===== config.mk =====
export PLATFORM = sky130hd
export DESIGN_NAME = pkt_serializer
export DESIGN_NICKNAME = d
export VERILOG_FILES = /design/src/rtl/usb_pkg.sv /design/src/rtl/crc_lfsr.sv /design/src/rtl/pkt_serializer.sv
export SDC_FILE = /design/constraint.sdc
export NUM_CORES = 1
export LEC_CHECK = 0
export CORE_ASPECT_RATIO = 0.5
export CORE_MARGIN = 3
export CORE_UTILIZATION = 55
export CTS_CLUSTER_DIAMETER = 150
export DETAILED_ROUTE_END_ITERATION = 10
export PLACE_DENSITY_LB_ADDON = 0.05
export SETUP_SLACK_MARGIN = 0.1
export SYNTH_ARGS = -nofsm -noshare
export SYNTH_HDL_FRONTEND = slang
export SYNTH_SLANG_ARGS = --single-unit

===== constraint.sdc =====
create_clock -name clk -period 10.1 [get_ports clk]
set_input_delay 3.03 -clock clk [delete_from_list [all_inputs] [get_ports clk]]
set_output_delay 3.03 -clock clk [all_outputs]
set_load 0.01 [all_outputs]

===== src/rtl/usb_pkg.sv =====
// Shared types and constants for the packet serializer: CRC mode encoding,
// CRC5/CRC16 polynomials and seeds, and the serializer FSM state type.
package usb_pkg;

  typedef enum logic [1:0] {
    CRC_NONE = 2'b00,
    CRC_5    = 2'b01,
    CRC_16   = 2'b10,
    CRC_RSVD = 2'b11
  } crc_mode_e;

  typedef enum logic [1:0] {
    ST_IDLE  = 2'd0,
    ST_SHIFT = 2'd1,
    ST_CRC   = 2'd2,
    ST_DONE  = 2'd3
  } state_e;

  // Polynomials are written without the implicit x^W term.
  localparam logic [4:0]  CRC5_POLY  = 5'h05;
  localparam logic [4:0]  CRC5_INIT  = 5'h1F;
  localparam logic [15:0] CRC16_POLY = 16'h8005;
  localparam logic [15:0] CRC16_INIT = 16'hFFFF;

  function automatic logic crc_active(input crc_mode_e mode);
    return (mode == CRC_5) || (mode == CRC_16);
  endfunction

endpackage


===== src/rtl/crc_lfsr.sv =====
// Bit-serial CRC shift register (MSB-first, Galois form). Only built when
// PKT_SERIALIZER_CRC_EN is defined.
`ifdef PKT_SERIALIZER_CRC_EN
module crc_lfsr #(
  parameter int             W    = 5,
  parameter logic [W-1:0]   POLY = '0,
  parameter logic [W-1:0]   INIT = '1
) (
  input  logic         clk,
  input  logic         rst_b,
  input  logic         clr,
  input  logic         en,
  input  logic         bit_in,
  output logic [W-1:0] crc_out
);

  logic [W-1:0] r_crc;
  logic         w_fb;

  assign w_fb = bit_in ^ r_crc[W-1];

  // NOTE: state registers use non-blocking assignments so every flop samples
  // pre-edge values regardless of process evaluation order.
  always_ff @(posedge clk or negedge rst_b) begin
    if (!rst_b) begin
      r_crc <= INIT;
    end else if (clr) begin
      r_crc <= INIT;
    end else if (en) begin
      r_crc <= {r_crc[W-2:0], 1'b0} ^ (w_fb ? POLY : '0);
    end
  end

  assign crc_out = r_crc;

endmodule
`endif


===== src/rtl/pkt_serializer.sv =====
// Serializes a right-justified packet MSB-first, optionally followed by a
// complemented CRC5/CRC16 trailer (built only with PKT_SERIALIZER_CRC_EN).
module pkt_serializer
  import usb_pkg::*;
#(
  parameter int MAX_W = 99,
  parameter int LEN_W = 7
) (
  input  logic             clk,
  input  logic             rst_b,
  input  logic             load,
  output logic             ready,
  input  logic [MAX_W-1:0] data,
  input  logic [LEN_W-1:0] len,
  input  logic [LEN_W-1:0] crc_skip,
  input  logic [1:0]       crc_mode,
  input  logic             abort,
  output logic             bit_out,
  output logic             bit_valid,
  output logic             done
);

  localparam logic [LEN_W-1:0] MAX_LEN = LEN_W'(MAX_W);
  localparam logic [LEN_W-1:0] ONE     = LEN_W'(1);

  state_e           r_state;
  state_e           w_next;
  logic [MAX_W-1:0] r_data;
  logic [LEN_W-1:0] r_len;
  logic [LEN_W-1:0] r_idx;
  logic [LEN_W-1:0] w_len_eff;
  logic [LEN_W-1:0] w_pos;
  logic             w_accept;
  logic             w_last_bit;
  logic             w_data_bit;
  logic             w_crc_on;

  // Abort wins over load in IDLE, so a simultaneous pair is never accepted.
  assign w_accept   = (r_state == ST_IDLE) && load && (len != '0) && !abort;
  assign w_len_eff  = (len > MAX_LEN) ? MAX_LEN : len;
  assign w_pos      = r_len - ONE - r_idx;
  assign w_last_bit = (r_idx == (r_len - ONE));
  assign w_data_bit = r_data[w_pos];

`ifdef PKT_SERIALIZER_CRC_EN
  logic [LEN_W-1:0] r_skip;
  crc_mode_e        r_mode;
  logic [3:0]       r_crc_cnt;
  logic [4:0]       w_crc5;
  logic [15:0]      w_crc16;
  logic             w_feed;
  logic             w_crc_last;
  logic             w_crc_bit;

  assign w_feed = (r_state == ST_SHIFT) && (r_idx >= r_skip);

  crc_lfsr #(
    .W    (5),
    .POLY (CRC5_POLY),
    .INIT (CRC5_INIT)
  ) u_crc5 (
    .clk     (clk),
    .rst_b   (rst_b),
    .clr     (w_accept),
    .en      (w_feed && (r_mode == CRC_5)),
    .bit_in  (w_data_bit),
    .crc_out (w_crc5)
  );

  crc_lfsr #(
    .W    (16),
    .POLY (CRC16_POLY),
    .INIT (CRC16_INIT)
  ) u_crc16 (
    .clk     (clk),
    .rst_b   (rst_b),
    .clr     (w_accept),
    .en      (w_feed && (r_mode == CRC_16)),
    .bit_in  (w_data_bit),
    .crc_out (w_crc16)
  );

  assign w_crc_on   = crc_active(r_mode);
  assign w_crc_last = (r_mode == CRC_5) ? (r_crc_cnt == 4'd4) : (r_crc_cnt == 4'd15);
  assign w_crc_bit  = (r_mode == CRC_5) ? w_crc5[3'd4 - r_crc_cnt[2:0]]
                                        : w_crc16[4'd15 - r_crc_cnt];

  always_ff @(posedge clk or negedge rst_b) begin
    if (!rst_b) begin
      r_skip    <= '0;
      r_mode    <= CRC_NONE;
      r_crc_cnt <= '0;
    end else if (w_accept) begin
      r_skip    <= crc_skip;
      r_mode    <= crc_mode_e'(crc_mode);
      r_crc_cnt <= '0;
    end else if (r_state == ST_CRC) begin
      r_crc_cnt <= r_crc_cnt + 4'd1;
    end
  end
`else
  logic w_unused_crc;

  assign w_crc_on     = 1'b0;
  assign w_unused_crc = ^{crc_skip, crc_mode};
`endif

  always_ff @(posedge clk or negedge rst_b) begin
    if (!rst_b) begin
      r_state <= ST_IDLE;
    end else begin
      r_state <= w_next;
    end
  end

  // NOTE: the packet register is ordinary flops, not a RAM, so it is cleared
  // on reset like every other register.
  always_ff @(posedge clk or negedge rst_b) begin
    if (!rst_b) begin
      r_data <= '0;
      r_len  <= '0;
      r_idx  <= '0;
    end else if (w_accept) begin
      r_data <= data;
      r_len  <= w_len_eff;
      r_idx  <= '0;
    end else if (r_state == ST_SHIFT) begin
      r_idx  <= r_idx + ONE;
    end
  end

  // NOTE: every output of this block gets a default first, so no path can
  // leave a value unassigned and infer a latch.
  always_comb begin
    w_next    = r_state;
    ready     = 1'b0;
    bit_valid = 1'b0;
    bit_out   = 1'b0;
    done      = 1'b0;
    case (r_state)
      ST_IDLE: begin
        ready = 1'b1;
        if (w_accept) w_next = ST_SHIFT;
      end
      ST_SHIFT: begin
        bit_valid = 1'b1;
        bit_out   = w_data_bit;
        if (w_last_bit) w_next = w_crc_on ? ST_CRC : ST_DONE;
      end
`ifdef PKT_SERIALIZER_CRC_EN
      ST_CRC: begin
        bit_valid = 1'b1;
        bit_out   = ~w_crc_bit;
        if (w_crc_last) w_next = ST_DONE;
      end
`endif
      ST_DONE: begin
        done   = 1'b1;
        w_next = ST_IDLE;
      end
      default: w_next = ST_IDLE;
    endcase
    if (abort && (r_state != ST_IDLE)) w_next = ST_IDLE;
  end

endmodule


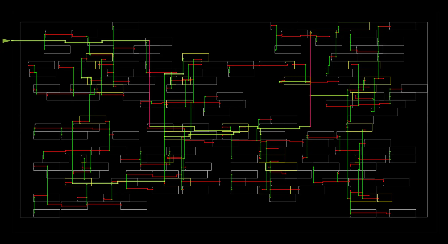
*Clock wiring as the flow saved it*
Insertion Delay late pin: 410 ps
clock buffers: 22

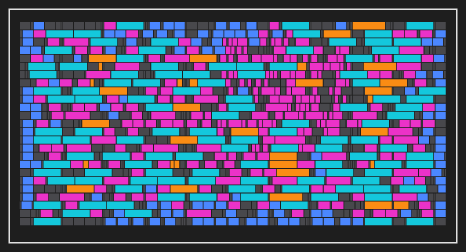
*Cells colored by class*
(3 px per µm) Fill, decap, tap and diode cells in gray.
flops -> cyan  # cells 115
combinational and other logic -> magenta  # cells 257
clock drivers and dummy loads -> orange  # cells 32
other buffers and delay cells -> blue  # cells 116

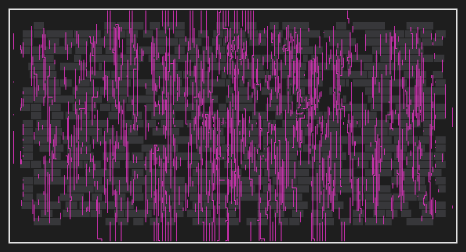
*The metal 2 layer*
(3 px per µm)
longest straight run = 48.5 µm
main direction = vertical

==> summary.txt <==
Results of the full flow below.

Layout:
- The run puts the net count of the finished layout at 635.
- The run gives the area growth from synthesis to final layout as 32.8%.
- The most common logic cells in the final layout are sky130_fd_sc_hd__dfrtp_1, sky130_fd_sc_hd__clkdlybuf4s50_1, sky130_fd_sc_hd__mux2_1.
- By instance count after routing, the leading logic cell type is sky130_fd_sc_hd__dfrtp_1.
- Fill cells in the final layout number 586.

Place:
- Note, the detailed placer reported a final HPWL of 7910 µm.

Synth:
- The run puts the post-synthesis cell type count at 43.
- The run puts the synthesized-area fraction occupied by xor and xnor cells at 3.11%.
- The area fraction of the largest cell type after synthesis is 51.4%.
- The run gives the share of async-settable or async-resettable flops after synthesis as 100%.
- The run gives the post-synth tally of flip-flops with integrated enable as 0.
- The run puts the netlist area before placement at 0.00560 mm².
- The run gives the synthesized-area fraction occupied by and/or/nand/nor cells as 4.76%.

Power:
- The run puts the reported leakage power at 0.00307 µW.

Timing:
- Setup repair after global routing left no endpoint under its margin.
- The run gives the count of final max-slew check failures as 0.
- The run puts the final clock period utilization by the worst path at 72.8%.
- The run gives the worst path setup slack after routing as 2740 ps.
- The run puts the setup TNS at 0 ps.

Worst setup path:
- The timing report attributes the biggest portion of critical-path delay to adder cells.
- The run gives the critical-path cell with the highest stage delay as sky130_fd_sc_hd__fa_1.
- The worst setup path is captured at an output port.
- The run puts the arrival time of data at the critical path endpoint at 4330 ps.
- The run gives the type of element launching the critical path as a flip-flop.

Run:
- The logs give a warning total of 35.

GRT:
- The number of antenna violations at the first check in global routing came to 0.
- The run puts the first-pass GRT wire length at 19400 µm.
- The run puts the total overflow reported by the global router at 0.

Outcome:
- The flow ran to the end, and the final reports show no timing, DRC or antenna violations.

Clock tree:
- The run gives the TritonCTS clock tree as done.
- On the reported timing paths, the clock transition at the registers reads 50 ps.
- The run puts the quantity of hold-fixing buffers added after cts at 0.

Floorplanning:
- The run gives the total die size as 0.0115 mm².
- Row generation in the floorplan step produced 25 rows.
## state kept, by name, indices dropped and copies added (netlist names)
signal / flops
r_state: 2
r_len: 7
r_data: 99
r_idx: 7
## Yosys cell counts, drive strengths merged (3+ instances only)
library cell / number
a211oi: 3
a21oi: 7
buf: 18
dfrtp: 115
ha: 8
inv: 13
mux2: 102
mux2i: 14
mux4: 25
nand2: 9
nand2b: 3
nand3: 5
nand4: 3
nor2: 16
nor2b: 3
nor3: 6
o21ai: 7
xnor2: 10
xor2: 6
## path summary, 6_finish.rpt
kind | start | endpoint | cells past startpoint
setup / recovery | r_len[0]$_DFFE_PN0P_ | bit_out | 11
hold / removal | r_data[12]$_DFFE_PN0P_ | r_data[12]$_DFFE_PN0P_ | 1
setup reg to reg | r_state[0]$_DFFE_PN0P_ | r_data[37]$_DFFE_PN0P_ | 4
hold reg to reg | r_data[12]$_DFFE_PN0P_ | r_data[12]$_DFFE_PN0P_ | 1
max in group asynchronous | rst_b | r_data[93]$_DFFE_PN0P_ | 2
min in group asynchronous | rst_b | r_data[87]$_DFFE_PN0P_ | 1
## where the power goes
group | switching (µW) | internal, µW | total [µW]
registers | 61.0 | 571 | 632
clock network | 205 | 418 | 623
logic | 472 | 502 | 973
## metal layers
layer,vias to the layer above,global-route usage (%),part of all wire [%]
li1,1664,-,-
met5,-,0,0
met1,1798,29.4,44
met4,0,7.28,0.66
met2,120,35.3,48
met3,8,7.44,6.7
## metrics by stage
stage                     total power [µW]  utilization (%)  cells  hold slack, ps  area [µm²]
after floorplan                       1350                -    392             452        5600
after global placement                1580             70.6    623             462        6820
after detailed placement              1600             70.6    623             471        6820
after CTS                             2240             76.9    655             484        7430
after global routing                  2350             76.9    655             497        7430
final                                 2230             76.9    655             478        7430
## cells by family (layout without fill, tap and decap cells)
kind of cell / count (synthesis) / after routing
multiplexers: 141 / 141
flip-flops: 115 / 115
AND/OR/NAND/NOR: 54 / 54
buffers and inverters: 33 / 161
AND-OR/OR-AND: 24 / 24
XOR/XNOR: 16 / 16
adder cells (fa/ha/maj): 9 / 9
## final cells by class
type	count	area (µm²)	area share, %
tap	135	169	2.27
sequential	115	2880	38.7
clock buffer	22	454	6.11
inverter	13	48.8	0.657
multi-input combinational	244	2570	34.6
clock inverter	10	156	2.11
timing repair buffer	116	1150	15.5
Power and IR drop assume default switching activity.
